Fig. 1: wiring by layer
Scale bar: 20 µm. Only two layers are drawn.
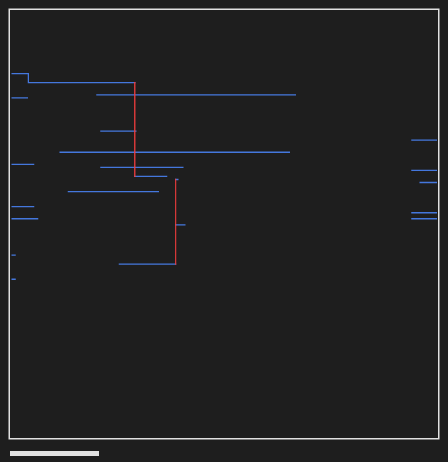
Fig. 2: where the registers sit
Scale bar: 20 µm.
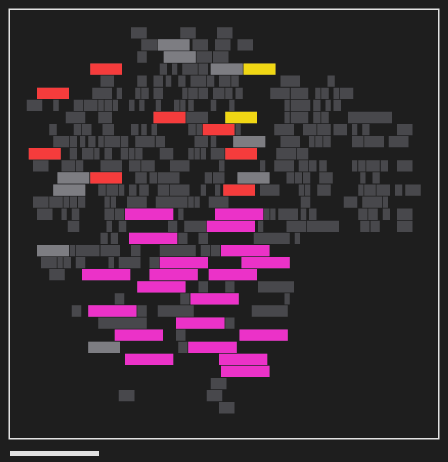
Fig. 3: placement by cell class
Scale bar: 20 µm.
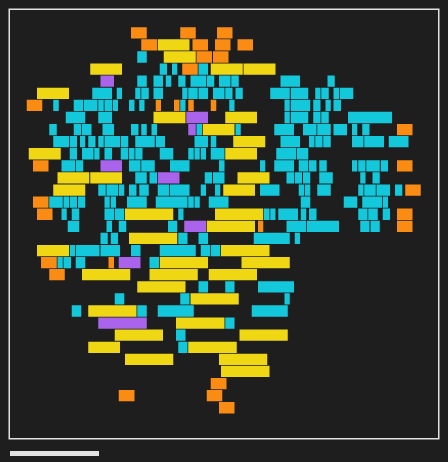
Fig. 4: track usage over the die
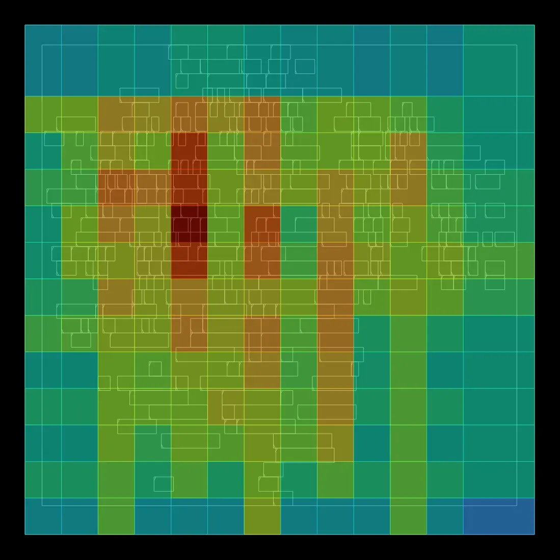
--- src/rtl/vnu_serial_accum.sv ---
// Serial variable-node accumulator: takes a channel LLR plus DV messages in two's complement,
// then emits the hard decision and DV saturated sign-magnitude extrinsic messages.
module vnu_serial_accum #(
   parameter int DATA_WIDTH = 5,
   parameter int DV         = 3,
   parameter int SUM_WIDTH  = 8
) (
   input  logic                  clk,
   input  logic                  rst,
   input  logic                  start,
   input  logic [DATA_WIDTH-1:0] ch_llr,
   input  logic                  msg_valid,
   input  logic [DATA_WIDTH-1:0] msg_in,
   output logic                  msg_ready,
   output logic                  out_valid,
   input  logic                  out_ready,
   output logic [DATA_WIDTH-1:0] out_msg,
   output logic                  dec_valid,
   output logic                  dec_bit,
   output logic                  busy,
   output logic                  done
);

   localparam int CW = (DV > 1) ? $clog2(DV) : 1;
   localparam int DW = SUM_WIDTH + 1;
   localparam logic signed [DW-1:0] MAXV = DW'((1 << (DATA_WIDTH - 1)) - 1);

   typedef enum logic [1:0] {S_IDLE, S_ACCUM, S_EMIT} state_t;

   state_t                        r_state;
   logic [CW-1:0]                 r_cnt;
   logic [CW-1:0]                 r_idx;
   logic signed [SUM_WIDTH-1:0]   r_acc;
   logic signed [DATA_WIDTH-1:0]  r_buf [DV];
   logic                          r_dec_valid;
   logic                          r_dec_bit;
   logic                          r_done;

   logic signed [SUM_WIDTH-1:0]   w_msg_ext;
   logic signed [SUM_WIDTH-1:0]   w_acc_next;
   logic signed [DW-1:0]          w_diff;
   logic signed [DW-1:0]          w_sat;
   logic signed [DW-1:0]          w_abs;
   logic                          w_neg;
   logic [DATA_WIDTH-1:0]         w_sm;

   assign w_msg_ext  = SUM_WIDTH'($signed(msg_in));
   assign w_acc_next = r_acc + w_msg_ext;

   // Extrinsic = total minus own message, widened by one bit so the subtraction cannot wrap.
   always_comb begin
      w_diff = DW'(r_acc) - DW'(r_buf[r_idx]);
      w_sat  = w_diff;
      if (w_diff > MAXV) begin
         w_sat = MAXV;
      end else if (w_diff < -MAXV) begin
         w_sat = -MAXV;
      end
      w_neg = w_sat[DW-1];
      w_abs = w_neg ? -w_sat : w_sat;
      w_sm  = {w_neg, w_abs[DATA_WIDTH-2:0]};
   end

   assign msg_ready = (r_state == S_ACCUM);
   assign out_valid = (r_state == S_EMIT);
   assign busy      = (r_state != S_IDLE);
   assign out_msg   = out_valid ? w_sm : '0;
   assign dec_valid = r_dec_valid;
   assign dec_bit   = r_dec_bit;
   assign done      = r_done;

   always_ff @(posedge clk) begin
      if (rst) begin
         r_state     <= S_IDLE;
         r_cnt       <= '0;
         r_idx       <= '0;
         r_acc       <= '0;
         r_dec_valid <= 1'b0;
         r_dec_bit   <= 1'b0;
         r_done      <= 1'b0;
         for (int i = 0; i < DV; i++) begin
            r_buf[i] <= '0;
         end
      end else begin
         r_dec_valid <= 1'b0;
         r_done      <= 1'b0;
         case (r_state)
            S_IDLE: begin
               if (start) begin
                  r_acc   <= SUM_WIDTH'($signed(ch_llr));
                  r_cnt   <= '0;
                  r_idx   <= '0;
                  r_state <= S_ACCUM;
               end
            end
            S_ACCUM: begin
               if (msg_valid) begin
                  r_buf[r_cnt] <= $signed(msg_in);
                  r_acc        <= w_acc_next;
                  if (r_cnt == CW'(DV - 1)) begin
                     r_cnt       <= '0;
                     r_state     <= S_EMIT;
                     r_dec_valid <= 1'b1;
                     r_dec_bit   <= w_acc_next[SUM_WIDTH-1];
                  end else begin
                     r_cnt <= r_cnt + CW'(1);
                  end
               end
            end
            S_EMIT: begin
               if (out_ready) begin
                  if (r_idx == CW'(DV - 1)) begin
                     r_idx   <= '0;
                     r_state <= S_IDLE;
                     r_done  <= 1'b1;
                  end else begin
                     r_idx <= r_idx + CW'(1);
                  end
               end
            end
            default: r_state <= S_IDLE;
         endcase
      end
   end

endmodule

--- config.mk ---
export PLATFORM = sky130hd
export DESIGN_NAME = vnu_serial_accum
export DESIGN_NICKNAME = d
export VERILOG_FILES = /design/src/rtl/vnu_serial_accum.sv
export SDC_FILE = /design/constraint.sdc
export NUM_CORES = 1
export LEC_CHECK = 0
export CORE_MARGIN = 3
export CORE_UTILIZATION = 30
export DETAILED_ROUTE_END_ITERATION = 10
export GPL_TIMING_DRIVEN = 0
export SLEW_MARGIN = 30
export SYNTH_ARGS = -nofsm -noshare
export SYNTH_HDL_FRONTEND = slang
export SYNTH_SLANG_ARGS = --single-unit
--- constraint.sdc ---
create_clock -name clk -period 11.19 [get_ports clk]
set_input_delay 2.238 -clock clk [delete_from_list [all_inputs] [get_ports clk]]
set_output_delay 2.238 -clock clk [all_outputs]
set_load 0.005 [all_outputs]
==> results_slide.txt <==
Key Metrics from the Run

Run status
  • Status: complete, no violations

Setup path
  • Crit path buffers/inverters: 4
  • RR Endpoint: r_buf[2][2]
  • CP required: 8.95 ns
  • CP max stage delay: roughly 0.55 ns
  • Cell family contributing the most delay on the critical path: AND-OR/OR-AND gates
  • Kind of critical path: reg2out
  • Crit-path cells: clkbuf_1 > mux4_2 > inv_1 > ha_1 > a21o_1 > o21ai_0 > a21oi_1 > o41a_1 > a211oi_1 > nand3_1 > ha_1 > inv_1 > and3_1 > ha_1 > nor2b_1 > a31oi_1 > a21oi_1 > clkdlybuf4s50_1
  • FF-to-FF setup slack: slightly below 9 ns
  • Worst path arrival time: 4.81 ns
  • Setup crit end kind: primary output
  • R2R depth: 5
  • Crit path max fanout: 5
  • Most frequent CP cell: ha_1
  • RR Startpoint: r_state[1]
  • Startpoint types: flop

Final timing
  • Worst-Margin Slew: 0.843 ns
  • Endpoints failing setup: 0
  • PnR worst setup slack: 4.14 ns
  • Slew Viols, Final: 0
  • Final hold vios: 0
  • Relative slew slack: 43.2%
  • Clk_skew: 0.00668 ns
  • Cycle use final: 63.0%
  • Max frequency: 142 MHz
  • RSZ-0062 raised after global routing: no
  • Min cycle time layout: 7.05 ns

Drt
  • Routed vias/inst: 4.95
  • DRC: 0
  • DRT Pass-1 Iters: 4
  • 1st-iter DRT viols: 89
  • Final ANT Viol Nets: 0

Cells and area
  • Share of cells above drive strength 1: 8.04%
  • Diodes inserted: 0
  • Final std cells w/o fill: around 390
  • Nets: 320
  • Area Growth Syn to Fin: 20.3%

Global routing
  • Largest net degree at the start of global routing: 14
  • Vias in the first global route: about 1900
  • First-pass GRT wire length: between 9000 and 10000 µm
  • Initial antenna violation count: 0

CTS
  • CTS root buf: clkbuf_8
  • CTS tree: built
  • TritonCTS Buffers: 5
  • Hold_buf cts: 0
  • Clock Sinks: 39
  • Setup Buffers After CTS: 0
  • Clk ins delay skew pair: 0.29 ns
  • Post_cts resized: 0
  • Clock slew at reported path FFs: 0.08 ns
  • H-tree level count: 2

Floorplanning
  • Die area: 9260 µm²
  • Die Ht: 96.3 µm
  • Initial Util: 31.3%
  • Io pins: 26
  • Chip Width: 96.3 µm

Power and ir drop
  • P_sw: 0.000116 W
  • Sequential Power Share: 41.6%
  • Combinational share of power: 28.6%
  • Fraction of power spent switching nets: between 20% and 30%
  • Max IR drop VDD: 77.5 µV
  • Pwr Density: 132 nW/µm²
  • Int Pwr: 0.000272 W
  • Clk pwr share: 29.8%
  • Static Leak: 1.11 nW

Place
  • GP Congestion: 0.820
  • DP Cell Count: roughly 380
  • HPWL Detailed: 4220 µm
  • Pre-CTS WS: 4.41 ns
  • Port bufs: 25

Yosys
  • Post-synth area hogs: edfxtp_1, dfxtp_1, ha_1
  • Ys flop type: edfxtp_1
  • Syn_nets: about 290
  • Most instantiated cells after synthesis: a21oi_1, nor2_1, edfxtp_1
  • YS chip area: 2440 µm²
  • Top cell area share: 24.6%
  • Yosys Instances: 253
  • Synth Instances: 253
  • Mapped cell area: between 2000 and 2500 µm²
  • Number of flops mapped to enable cells by yosys: 20
  • Async S/R FF share, synth: 0%
  • Synth flops: 39
  • Synth cell types: 45
  • Cell type with the largest total area: edfxtp_1
  • Synth Seq Share: 40.1%

Hold path
  • Worst Hold Class: reg2reg
  • Hold Crit Depth: 2
  • Min-Delay Endpoint: dec_bit

Run
  • Tool warnings: 27
  • Max Cap Viol: 0
-- Fig. 1 (at the start) --
M3 -> blue  # wire length 240 µm
M4 -> red  # wire length 40.1 µm
Overall Global Routing Usage: 12.7%
final WL: 5400 µm
DR vias: 1921
wire length per cell: 13.9 µm

-- Fig. 2 (at the start) --
r_acc -> red  # flops 8
r_buf -> magenta  # flops 20
r_idx -> yellow  # flops 2
register area: 981 µm²
Sequential Power: 0.000161 W
Seq/total area: 33.4%

-- Fig. 3 (at the start) --
registers -> yellow  # cells 39, share of their area 35%
clock drivers and dummy loads -> purple  # cells 8, share of their area 4.0%
remaining logic cells -> cyan  # cells 208, share of their area 51%
remaining buffers and delay cells -> orange  # cells 31, share of their area 9.7%
Core Rows: 32
Util after Layout: 37.7%
Final Cell Area: 2940 µm²
CORE AREA: 7810 µm²

-- Fig. 4 (at the start) --
grt peak-use layer: met2
GR Util met2: 20.3%
met1 usage: 17.9%
met3 usage: 2.11%

## final cells by class
| cell class | count | area [µm²] |
|---|---|---|
| Buffer | 6 | 22.5 |
| Clock buffer | 5 | 68.8 |
| Clock inverter | 3 | 43.8 |
| Fill cell | 811 | 4870 |
| Inverter | 19 | 71.3 |
| Multi-Input combinational cell | 189 | 1380 |
| Sequential cell | 39 | 981 |
| Tap cell | 102 | 128 |
| Timing Repair Buffer | 25 | 250 |
## metrics by stage
| step | hold WS, ns | instance area (µm²) | utilization, % | total power (W) |
|---|---|---|---|---|
| 3_5_place_dp | 0.467 | 2820 | 36.1 | 0.000275 |
| 4_1_cts | 0.486 | 2930 | 37.6 | 0.000392 |
| 5_1_grt | 0.512 | 2940 | 37.7 | 0.000414 |
| 6_report | 0.476 | 2940 | 37.7 | 0.000388 |
| 2_1_floorplan | 0.457 | 2440 | - | 0.000248 |
| 3_3_place_gp | 0.470 | 2820 | 36.1 | 0.000274 |
## worst register-to-register path, cell delays in order, from the launching register on
cell and delay [ns]:
dfxtp_1 0.37, nand2b_1 0.16, clkbuf_1 0.24, inv_2 0.22, nand2_1 0.28, o21ai_0 0.77
## power by group through the flow
stage,sequential (W),combinational (W),clock (W)
3_3_place_gp,0.000164,0.000109,0
5_1_grt,0.000162,0.000127,0.000125
6_report,0.000161,0.000111,0.000116
2_1_floorplan,0.000162,0.0000859,0
3_5_place_dp,0.000165,0.000110,0
4_1_cts,0.000161,0.000111,0.000119
## worst max path at each step
stage	endpoint	slack, ns	cells past startpoint
final	out_msg[1]	4.14	18
after global routing	out_msg[1]	3.70	18
after CTS	out_msg[1]	4.08	18
after detailed placement	out_msg[1]	4.41	18
after global placement	out_msg[1]	4.45	18
after floorplan	out_msg[1]	5.24	17
## sequential cells by signal, indices dropped and copies added, names as in the netlist, named ones only
name and cells:
dec_valid 1, r_buf 20, r_cnt 2, r_idx 2, r_state 2, dec_bit 1, done 1, r_acc 8
## cell usage in the layout (no fill, tap or decap), types with 2 or more instances in the layout
master and instances:
nand2b_1 5, a211oi_1 3, fa_1 2, nor3_1 10, nor2b_1 3, dfxtp_1 19, xnor2_1 9, o21a_1 2
a31oi_1 2, clkbuf_8 5, nand3_1 4, nor2_1 23, mux2i_1 3, or3_1 2, ha_1 18, mux4_2 5
edfxtp_1 20, a21o_1 3, o22ai_1 2, a21oi_1 23, and3_1 2, inv_1 18, a311oi_1 3, clkbuf_1 6
nor3b_1 2, clkdlybuf4s50_1 25, or2_2 4, o21ai_0 13, and2_1 14, nand2_1 15
## cell families (layout without fill, tap and decap cells)
| logic type | Yosys count | in the layout | synth area share [%] |
|---|---|---|---|
| adders and majority gates | 20 | 20 | 10.9 |
| muxes | 8 | 8 | 5.84 |
| and+or+nand+nor | 91 | 91 | 19.6 |
| xor gates and xnor gates | 10 | 10 | 3.58 |
| AOI/OAI and AO/OA | 60 | 60 | 16.2 |
| DFF | 39 | 39 | 40.1 |
| buffers and inverters | 25 | 58 | 3.84 |
## per-layer routing
layer  wire, µm  GRT usage, %
met5          0             0
met4         40          2.84
met3        240          2.11
met2       2520          20.3
met1       2590          17.9
Power is estimated from default activity; no workload was simulated.
